$ cat src/rtl/mm_pkg.sv
// Shared definitions for the matrix-multiply engine.
// Contents:
//   mm_state_e  - engine FSM states
//   acc_width   - accumulator width that cannot overflow for any legal M
//   addr_offset - major*stride + minor, used for every A/B/C element address
package mm_pkg;

    typedef enum logic [2:0] {
        ST_IDLE  = 3'd0,
        ST_FETCH = 3'd1,
        ST_DRAIN = 3'd2,
        ST_EMIT  = 3'd3,
        ST_DONE  = 3'd4
    } mm_state_e;

    // A full product needs 2*DATA_WIDTH bits; summing up to 2**DIM_WIDTH-1
    // of them needs DIM_WIDTH more.
    function automatic int acc_width(input int data_width, input int dim_width);
        return 2 * data_width + dim_width;
    endfunction

    // Callers truncate the result to their address width, which gives the
    // modulo-2**ADDR_WIDTH wrap for free.
    function automatic logic [31:0] addr_offset(input logic [31:0] major,
                                                input logic [31:0] stride,
                                                input logic [31:0] minor);
        return major * stride + minor;
    endfunction

endpackage

$ cat src/rtl/mm_mac_unit.sv
// Multiply-accumulate unit for one C element.
// Ports:
//   clk, rst_n       clock, asynchronous active-low reset
//   en               a_data/b_data hold a valid operand pair this cycle
//   clear            this pair is k=0: restart the sum instead of adding
//   signed_mode      1: operands are two's complement, 0: unsigned
//   a_data, b_data   operands straight from the memory read ports
//   result           low DATA_WIDTH bits of the accumulator
//   ovf              accumulator not representable in DATA_WIDTH for the mode
module mm_mac_unit
    import mm_pkg::*;
#(
    parameter int DATA_WIDTH = 32,
    parameter int ACC_WIDTH  = acc_width(32, 4)
) (
    input  logic                  clk,
    input  logic                  rst_n,
    input  logic                  en,
    input  logic                  clear,
    input  logic                  signed_mode,
    input  logic [DATA_WIDTH-1:0] a_data,
    input  logic [DATA_WIDTH-1:0] b_data,
    output logic [DATA_WIDTH-1:0] result,
    output logic                  ovf
);

    localparam int EXT = ACC_WIDTH - DATA_WIDTH;

    logic [ACC_WIDTH-1:0] a_ext;
    logic [ACC_WIDTH-1:0] b_ext;
    logic [ACC_WIDTH-1:0] product;
    logic [ACC_WIDTH-1:0] acc_d;
    logic [ACC_WIDTH-1:0] acc_q;
    logic [EXT:0]         sign_bits;

    // Extending both operands to the accumulator width and keeping only the
    // low ACC_WIDTH bits of the product gives the exact signed or unsigned
    // product, since the true product always fits.
    always_comb begin
        a_ext   = {{EXT{signed_mode & a_data[DATA_WIDTH-1]}}, a_data};
        b_ext   = {{EXT{signed_mode & b_data[DATA_WIDTH-1]}}, b_data};
        product = a_ext * b_ext;
        acc_d   = acc_q;
        if (en) begin
            acc_d = (clear ? '0 : acc_q) + product;
        end
    end

    always_ff @(posedge clk or negedge rst_n) begin
        if (!rst_n) begin
            acc_q <= '0;
        end else begin
            acc_q <= acc_d;
        end
    end

    // Signed fits when every bit from the DATA_WIDTH sign bit upwards agrees;
    // unsigned fits when everything above DATA_WIDTH is zero.
    always_comb begin
        sign_bits = acc_q[ACC_WIDTH-1:DATA_WIDTH-1];
        result    = acc_q[DATA_WIDTH-1:0];
        if (signed_mode) begin
            ovf = !((&sign_bits) || !(|sign_bits));
        end else begin
            ovf = |acc_q[ACC_WIDTH-1:DATA_WIDTH];
        end
    end

endmodule

$ cat src/rtl/matrix_mult_engine.sv
// NxM * MxP integer matrix-multiply engine.
// Reads A and B through two synchronous read ports (data one cycle after the
// request), accumulates one product per cycle and streams each C element in
// row-major order over a valid/ready port, mirrored onto a C write port.
// Ports:
//   clk, rst_n                       clock, asynchronous active-low reset
//   start, abort                     job request (IDLE only) / cancel
//   signed_mode, transpose_b         operand format, B layout (latched)
//   matrix_a/b/c_addr, N, M, P       base addresses and dimensions (latched)
//   a_rd_*, b_rd_*                   A and B read ports
//   res_valid/res_ready/result_out   result stream, with res_row/res_col
//   c_wr_en/c_wr_addr/c_wr_data      C write, one per accepted element
//   busy, done, err, ovf             status
module matrix_mult_engine
    import mm_pkg::*;
#(
    parameter int ADDR_WIDTH = 12,
    parameter int DATA_WIDTH = 32,
    parameter int DIM_WIDTH  = 4,
    parameter int ACC_WIDTH  = acc_width(DATA_WIDTH, DIM_WIDTH)
) (
    input  logic                  clk,
    input  logic                  rst_n,
    input  logic                  start,
    input  logic                  abort,
    input  logic                  signed_mode,
    input  logic                  transpose_b,
    input  logic [ADDR_WIDTH-1:0] matrix_a_addr,
    input  logic [ADDR_WIDTH-1:0] matrix_b_addr,
    input  logic [ADDR_WIDTH-1:0] matrix_c_addr,
    input  logic [DIM_WIDTH-1:0]  N,
    input  logic [DIM_WIDTH-1:0]  M,
    input  logic [DIM_WIDTH-1:0]  P,
    output logic                  a_rd_en,
    output logic [ADDR_WIDTH-1:0] a_rd_addr,
    input  logic [DATA_WIDTH-1:0] a_rd_data,
    output logic                  b_rd_en,
    output logic [ADDR_WIDTH-1:0] b_rd_addr,
    input  logic [DATA_WIDTH-1:0] b_rd_data,
    output logic                  res_valid,
    input  logic                  res_ready,
    output logic [DATA_WIDTH-1:0] result_out,
    output logic [DIM_WIDTH-1:0]  res_row,
    output logic [DIM_WIDTH-1:0]  res_col,
    output logic                  c_wr_en,
    output logic [ADDR_WIDTH-1:0] c_wr_addr,
    output logic [DATA_WIDTH-1:0] c_wr_data,
    output logic                  busy,
    output logic                  done,
    output logic                  err,
    output logic                  ovf
);

    mm_state_e             state_q, state_d;
    logic [DIM_WIDTH-1:0]  i_q, i_d, j_q, j_d, k_q, k_d;
    logic [DIM_WIDTH-1:0]  n_q, n_d, m_q, m_d, p_q, p_d;
    logic [ADDR_WIDTH-1:0] a_base_q, a_base_d, b_base_q, b_base_d, c_base_q, c_base_d;
    logic                  signed_q, signed_d, transpose_q, transpose_d;
    logic                  err_q, err_d, ovf_q, ovf_d;
    logic                  rd_valid_q, rd_valid_d, rd_first_q, rd_first_d;
    logic [DATA_WIDTH-1:0] mac_result;
    logic                  mac_ovf;
    logic [ADDR_WIDTH-1:0] a_off, b_off, c_off;
    logic                  emit, accept;

    // The read issued in a FETCH cycle returns data one cycle later, so the
    // MAC enable and its k=0 clear are the FETCH controls delayed by one.
    mm_mac_unit #(
        .DATA_WIDTH (DATA_WIDTH),
        .ACC_WIDTH  (ACC_WIDTH)
    ) u_mac (
        .clk         (clk),
        .rst_n       (rst_n),
        .en          (rd_valid_q),
        .clear       (rd_first_q),
        .signed_mode (signed_q),
        .a_data      (a_rd_data),
        .b_data      (b_rd_data),
        .result      (mac_result),
        .ovf         (mac_ovf)
    );

    assign emit   = (state_q == ST_EMIT);
    assign accept = emit && res_ready && !abort;

    always_comb begin
        state_d     = state_q;
        i_d         = i_q;
        j_d         = j_q;
        k_d         = k_q;
        n_d         = n_q;
        m_d         = m_q;
        p_d         = p_q;
        a_base_d    = a_base_q;
        b_base_d    = b_base_q;
        c_base_d    = c_base_q;
        signed_d    = signed_q;
        transpose_d = transpose_q;
        err_d       = err_q;
        ovf_d       = ovf_q;
        rd_valid_d  = 1'b0;
        rd_first_d  = 1'b0;
        case (state_q)
            ST_IDLE: begin
                if (start) begin
                    n_d         = N;
                    m_d         = M;
                    p_d         = P;
                    a_base_d    = matrix_a_addr;
                    b_base_d    = matrix_b_addr;
                    c_base_d    = matrix_c_addr;
                    signed_d    = signed_mode;
                    transpose_d = transpose_b;
                    i_d         = '0;
                    j_d         = '0;
                    k_d         = '0;
                    ovf_d       = 1'b0;
                    err_d       = 1'b0;
                    if (N == '0 || M == '0 || P == '0) begin
                        err_d   = 1'b1;
                        state_d = ST_DONE;
                    end else begin
                        state_d = ST_FETCH;
                    end
                end
            end
            ST_FETCH: begin
                if (abort) begin
                    state_d = ST_IDLE;
                end else begin
                    rd_valid_d = 1'b1;
                    rd_first_d = (k_q == '0);
                    if (k_q == m_q - 1'b1) begin
                        k_d     = '0;
                        state_d = ST_DRAIN;
                    end else begin
                        k_d = k_q + 1'b1;
                    end
                end
            end
            ST_DRAIN: begin
                state_d = abort ? ST_IDLE : ST_EMIT;
            end
            ST_EMIT: begin
                if (abort) begin
                    state_d = ST_IDLE;
                end else if (accept) begin
                    ovf_d = ovf_q | mac_ovf;
                    if (j_q == p_q - 1'b1) begin
                        j_d = '0;
                        if (i_q == n_q - 1'b1) begin
                            state_d = ST_DONE;
                        end else begin
                            i_d     = i_q + 1'b1;
                            state_d = ST_FETCH;
                        end
                    end else begin
                        j_d     = j_q + 1'b1;
                        state_d = ST_FETCH;
                    end
                end
            end
            ST_DONE: begin
                state_d = ST_IDLE;
            end
            default: begin
                state_d = ST_IDLE;
            end
        endcase
    end

    always_ff @(posedge clk or negedge rst_n) begin
        if (!rst_n) begin
            state_q     <= ST_IDLE;
            i_q         <= '0;
            j_q         <= '0;
            k_q         <= '0;
            n_q         <= '0;
            m_q         <= '0;
            p_q         <= '0;
            a_base_q    <= '0;
            b_base_q    <= '0;
            c_base_q    <= '0;
            signed_q    <= 1'b0;
            transpose_q <= 1'b0;
            err_q       <= 1'b0;
            ovf_q       <= 1'b0;
            rd_valid_q  <= 1'b0;
            rd_first_q  <= 1'b0;
        end else begin
            state_q     <= state_d;
            i_q         <= i_d;
            j_q         <= j_d;
            k_q         <= k_d;
            n_q         <= n_d;
            m_q         <= m_d;
            p_q         <= p_d;
            a_base_q    <= a_base_d;
            b_base_q    <= b_base_d;
            c_base_q    <= c_base_d;
            signed_q    <= signed_d;
            transpose_q <= transpose_d;
            err_q       <= err_d;
            ovf_q       <= ovf_d;
            rd_valid_q  <= rd_valid_d;
            rd_first_q  <= rd_first_d;
        end
    end

    // Data-carrying outputs are forced to zero outside the states that
    // qualify them, so an idle or aborted engine presents an all-zero bus.
    always_comb begin
        a_off = ADDR_WIDTH'(addr_offset(32'(i_q), 32'(m_q), 32'(k_q)));
        if (transpose_q) begin
            b_off = ADDR_WIDTH'(addr_offset(32'(j_q), 32'(m_q), 32'(k_q)));
        end else begin
            b_off = ADDR_WIDTH'(addr_offset(32'(k_q), 32'(p_q), 32'(j_q)));
        end
        c_off = ADDR_WIDTH'(addr_offset(32'(i_q), 32'(p_q), 32'(j_q)));

        a_rd_en    = (state_q == ST_FETCH);
        b_rd_en    = (state_q == ST_FETCH);
        a_rd_addr  = a_rd_en ? a_base_q + a_off : '0;
        b_rd_addr  = b_rd_en ? b_base_q + b_off : '0;
        res_valid  = emit;
        result_out = emit ? mac_result : '0;
        res_row    = emit ? i_q : '0;
        res_col    = emit ? j_q : '0;
        c_wr_en    = accept;
        c_wr_addr  = accept ? c_base_q + c_off : '0;
        c_wr_data  = accept ? mac_result : '0;
        busy       = (state_q == ST_FETCH) || (state_q == ST_DRAIN) || emit;
        done       = (state_q == ST_DONE);
        err        = err_q;
        ovf        = ovf_q;
    end

endmodule

$ cat config.mk
export PLATFORM = sky130hd
export DESIGN_NAME = matrix_mult_engine
export DESIGN_NICKNAME = d
export VERILOG_FILES = /design/src/rtl/mm_pkg.sv /design/src/rtl/mm_mac_unit.sv /design/src/rtl/matrix_mult_engine.sv
export SDC_FILE = /design/constraint.sdc
export NUM_CORES = 2
export LEC_CHECK = 0
export CAP_MARGIN = 40
export CORE_ASPECT_RATIO = 2
export CORE_MARGIN = 4
export CORE_UTILIZATION = 50
export CTS_CLUSTER_DIAMETER = 50
export DETAILED_ROUTE_END_ITERATION = 12
export MAX_ROUTING_LAYER = met4
export PLACE_DENSITY = 0.77
export SLEW_MARGIN = 5
export SYNTH_ARGS = -nofsm -noshare
export SYNTH_HDL_FRONTEND = slang
export SYNTH_SLANG_ARGS = --single-unit
$ cat constraint.sdc
create_clock -name clk -period 20.5 [get_ports clk]
set_clock_uncertainty 0.1 [all_clocks]
set_input_delay 2.05 -clock clk [delete_from_list [all_inputs] [get_ports clk]]
set_output_delay 2.05 -clock clk [all_outputs]
set_load 0.01 [all_outputs]
==> summary.txt <==
From the run reports.

- The flow ran to the end, and the final reports show no timing, DRC or antenna violations.
- The multi-input gate count reads 4202.
- The routed wire length on met3 reads 8640 um.
- The post-route met1 wirelength is 49000 um.
- At the end of the flow the core is filled with cells to between 50% and 60%.
- The total of cells resized after clock tree synthesis reads 0.
- The highest clock rate this design can be run at is around 0.073 GHz.
- The most frequent logic cell in the layout is sky130_fd_sc_hd__inv_1.
- The number of vias after detailed routing is 41.2k.
- The number of nets in the layout reads 7601.
- The logic share of the area is 76.3%.
- The number of maximum-capacitance constraint violations is 0.
- Among all stages on the critical path, the largest delay is contributed by sky130_fd_sc_hd__and2_1.
- The maximum clock path buffer count reads 3.
- The fraction of layout instances using a drive strength above 1 reads around 3.7%.
- The stage-log warning count is 34.
- The final number of setup-violating endpoints is 0.
- The met1 demand-to-capacity share in global routing is 29.0%.
- The count of non-CTS inverters in the layout is 1253.
- The global-route wire length before repair reads 246000 um.
- The non-clock buffering overhead in the final layout reads 5.11%.
- Routability-driven placement finished with a final weighted congestion of ~0.97.
- The total routed wirelength reads 152000 um.
- The number of distinct library cells after synthesis is about 80.
- The cell chosen for the clock root reads sky130_fd_sc_hd__clkbuf_16.
- For the pin with the worst max-slew slack, the measured transition is 1.01 ns.
- The clock transition time at the flip-flop clock pins of the worst setup and hold paths is approximately 0.06 ns.
- The estimated wirelength of the detail-placed design is 122000 um.
- The number of DRC violations after detailed-routing iteration 0 is about 2.1k.
- A synthesized cell averages 8.90 um2.
- In the layout the commonest cells are 1253 x sky130_fd_sc_hd__inv_1, 1189 x sky130_fd_sc_hd__fa_1, 911 x sky130_fd_sc_hd__nand2_1.
- The detail-routed net length per standard cell reads 20.9 um.
- The top layer used by detailed routing is met4.
- The hold buffer count at CTS reads 0.
- Per the layout report, the design carries 30 clock buffers.
- The critical-path maximum fanout is approximately 51.
- The number of sinks handled by clock tree synthesis reads between 100 and 150.
- The post-synthesis to final-layout area growth is 7.94%.
- The share of cell area taken by flip-flops and latches is under 10%.
- The post-synthesis cell count reads 5890.
- The number of port buffers is 234.
- The cell count in the Yosys report is slightly below 6k.
- Non-clock buffers in the final layout number a little over 300.
- The cell count of the worst reg-to-reg path reads 36.
- The TritonCTS clock tree reads done.
- STA classifies the critical path endpoint as a flip-flop.
- The met2 track demand over resource reads 52.0%.
- The final antenna diode tally reported by the flow is 1.
- The die width reads 237 um.
- The final hold violation count is 0.
- The most utilized layer in the global route result reads met2.
- The startpoint of the most critical hold path reads b_base_q[2].
- The share of the core filled by cells before placement reads 50.5%.
- The largest single stage delay on the critical path is 0.83 ns.
- Counting instances in the post-synthesis netlist gives the leading cell types as 1253 x sky130_fd_sc_hd__inv_1, 1189 x sky130_fd_sc_hd__fa_1, 911 x sky130_fd_sc_hd__nand2_1.
- The synthesis report lists the most area-consuming cells as sky130_fd_sc_hd__fa_1 45%, sky130_fd_sc_hd__inv_1 9.0%, sky130_fd_sc_hd__ha_1 8.9%.
- Before antenna repair, the detailed router went through 5 iterations.
- Looking at the post-CTS report, the setup buffer insertion count equals 0.
- The largest net degree at the start of global routing is 74.
- The share of the clock period used by the worst path after layout is about two thirds.
- The layout filler cell count is 9099.
- The cell type contributing the most total cell area after synthesis reads sky130_fd_sc_hd__fa_1.
- The final global-route overflow total reads 0.
- The Yosys warning count reads 0.
- The number of I/O pins reads 235.
- The required time at the endpoint of the critical path reads 20.79 ns.
- The type of the worst setup path is in -> reg.
- The mean number of vias per cell reads 5.66.
- The post-synth register bit count is 137.
- Per the TritonCTS log, the buffer count is 25.
- The net count entering floorplan reads 7569.
- The initial antenna violation count reads 1.
- Summed over all failing endpoints, the final setup total negative slack is 0 ns.
- The worst hold path stage count is 2.
- The die outline height is 466 um.
- Per Yosys stat, the portion of area used by sequential elements is 6.54%.
- The fraction of synthesized cell area taken by the top area cell type is 45.4%.
- The dominant register cell reads sky130_fd_sc_hd__dfrtp_1.
- The worst reg-to-reg setup slack reads 8.52 ns.
- The final number of max-transition violations reads 0.
- The most common cell in the synthesized netlist is sky130_fd_sc_hd__inv_1.
- The class of the most critical hold timing path is reg -> reg.
- The met3 capacity usage during global routing is 3.67%.
- In the final layout, clock buffers and inverters account for 1.24% of the cell area.
- The final instance area reads approximately 0.057 mm2.
- The count of nets left with antenna violations once routing finished came out at 0.
- The dominant kind of cell by area reads multi-input combinational cells.
- The post-synthesis instance area reads 0.0524 mm2.
- The overall chip area is 0.110 mm2.
- The skew report gives the latency at the later pin of the worst-skew pair as 0.51 ns.
- The library cell appearing most often on the critical path reads sky130_fd_sc_hd__fa_1.
- The worst reg2reg path startpoint is signed_q.
- The via count of the first global-routing pass reads 46.8k.
- Hold analysis lists the worst path endpoint as b_base_q[2].
- The synthesized netlist has a Yosys-reported chip area of 0.0524 mm2.
- Setup repair after global routing left no endpoint under its margin.
- The worst register-to-register path ends at u_mac.acc_q[67].
- The post-route DRC violation count is 0.
- The type of origin of the critical path reads an input pin.
- The global-route usage over all layers is 29.0%.
- The data arrival at the endpoint of the critical path reads approximately 14 ns.
- The clock period minus worst slack reads between 10 and 15 ns.
- In the final layout, the multi-input gates occupy between 0.04 and 0.05 mm2.
- The worst-case headroom to the max-slew limit reads 32.9%.
- In this run the cell area measured after placement is 0.0558 mm2.
- The deepest level of the CTS H-tree is 4.
- The core region is between 0.1 and 0.15 mm2.
- The count of library flops with an enable pin reads 0.
- The length of routed met2 wiring reads slightly above 80000 um.
- The layout report lists the combined flip-flop and latch area as around 0.0034 mm2.
- For this run, asynchronously set or reset flops after synthesis account for 100%.
-- worst max-delay path: cells and delay by family --
family,cells,cell delay [ns]
adder cells (fa/ha/maj),10,5.11
AND-OR/OR-AND,10,3.13
AND/OR/NAND/NOR,6,1.70
buffers and inverters,10,1.68
XOR/XNOR,1,0.17
multiplexers,1,0.15
-- registers in the layout, indices dropped and copies added, names as in the netlist, 3 cells and up --
register,cells
c_base_q,12
i_q,4
j_q,4
m_q,4
b_base_q,12
k_q,4
p_q,4
state_q,3
a_base_q,12
u_mac.acc_q,68
n_q,4
-- cell families (layout without fill, tap and decap cells) --
family	count (synthesis)	after routing	share of synthesized area, %
AND-OR/OR-AND	504	504	6.20
buffers and inverters	1551	1589	11.1
multiplexers	67	67	1.42
adder cells (fa/ha/maj)	1560	1560	54.2
AND/OR/NAND/NOR	1889	1889	17.4
other	0	1	0
flip-flops	137	137	6.54
XOR/XNOR	182	182	3.04
-- per-stage QoR --
| step | std cells | hold WS (ns) | setup WS (ns) |
|---|---|---|---|
| after detailed placement | 7244 | 0.370 | 6.47 |
| after CTS | 7277 | 0.383 | 6.97 |
| after floorplan | 5890 | 0.352 | 8.79 |
| after global placement | 7238 | 0.366 | 6.57 |
| after global routing | 7281 | 0.389 | 6.23 |
| final | 7281 | 0.379 | 6.75 |
-- worst max path at each step --
stage	from	end	slack, ns	depth (start not counted)
floorplan	a_rd_data[31]	u_mac.acc_q[66]	8.79	40
global placement	a_rd_data[31]	u_mac.acc_q[67]	6.57	38
detailed placement	a_rd_data[31]	u_mac.acc_q[67]	6.47	38
CTS	a_rd_data[31]	u_mac.acc_q[67]	6.97	38
global route	a_rd_data[31]	u_mac.acc_q[67]	6.23	38
finish	a_rd_data[31]	u_mac.acc_q[67]	6.75	38
metal_stack.png
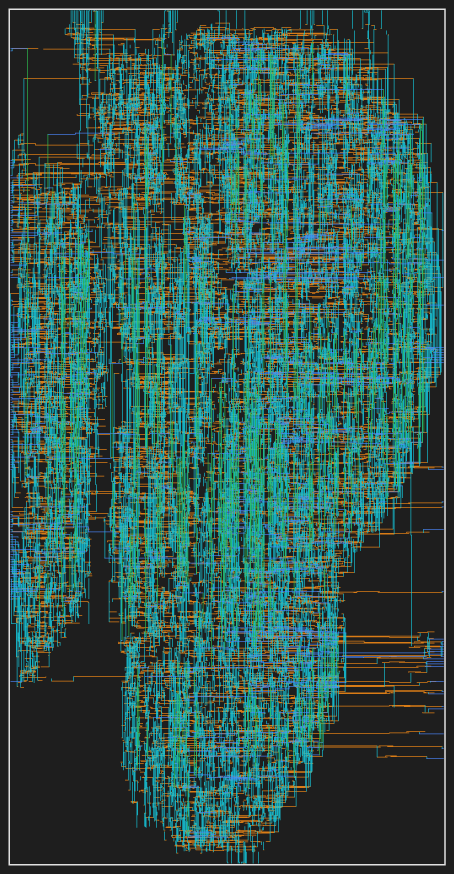
layer	color	wire length
met3	blue	8640 um
met2	cyan	80.7 mm
met4	green	13600 um
met1	orange	49.0 mm

drive_strength.png
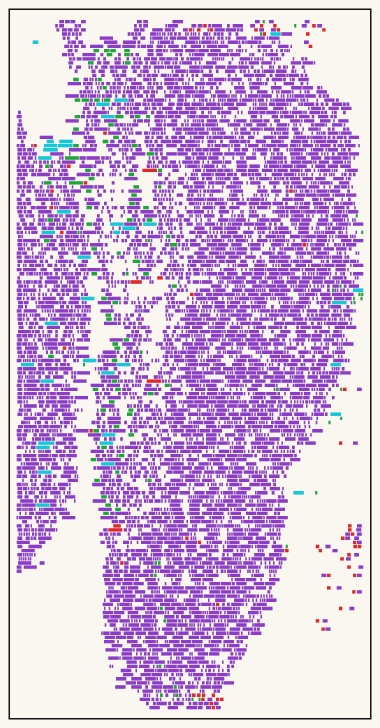
size	color	cells	share	most used
drive 6 and up	cyan	37	0.62%	clkbuf_16
drive 1 or less	purple	5706	96%	inv_1
drive 2	green	119	2.0%	mux2_2
drive 3 to 4	red	66	1.1%	buf_4

port_nets.png
The bar under the picture is 50 um long.
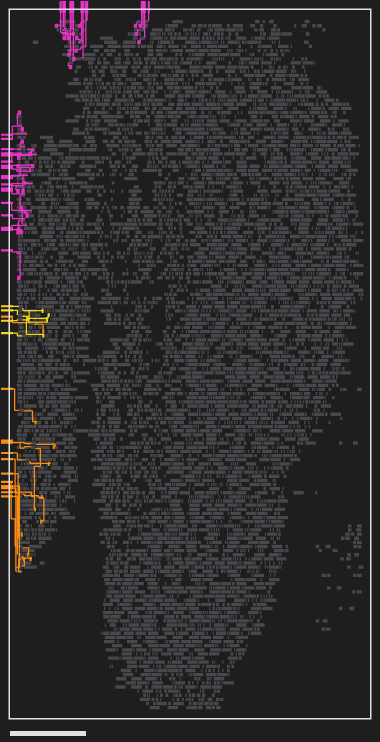
port	color	bits	direction	edge	end cells	buffers	wire
`P`	yellow	4	input	left	5	4	113 um
`matrix_c_addr`	orange	12	input	left	12	12	563 um
`c_wr_data`	magenta	32	output	18 left, 14 top	32	32	645 um

final_placement.png
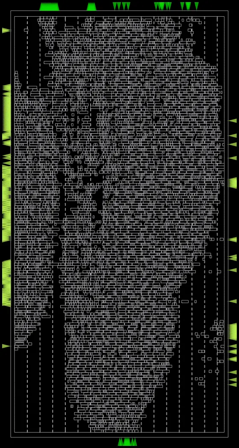
number of flip-flops and latches: 137
number of tap cells inserted: 1352
standard-cell rows: 167
fin cells: 7281

cell_classes.png
Fill, decap, tap and diode cells in gray.
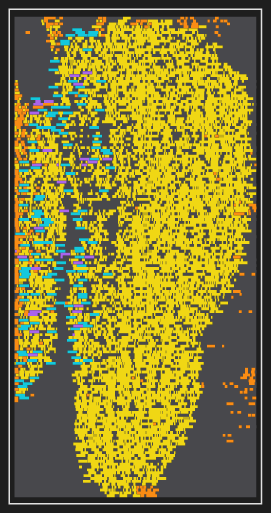
class	color	cells
all other logic	yellow	5455
other buffers and delay cells	orange	303
flip-flops	cyan	137
clock drivers and dummy loads	purple	33

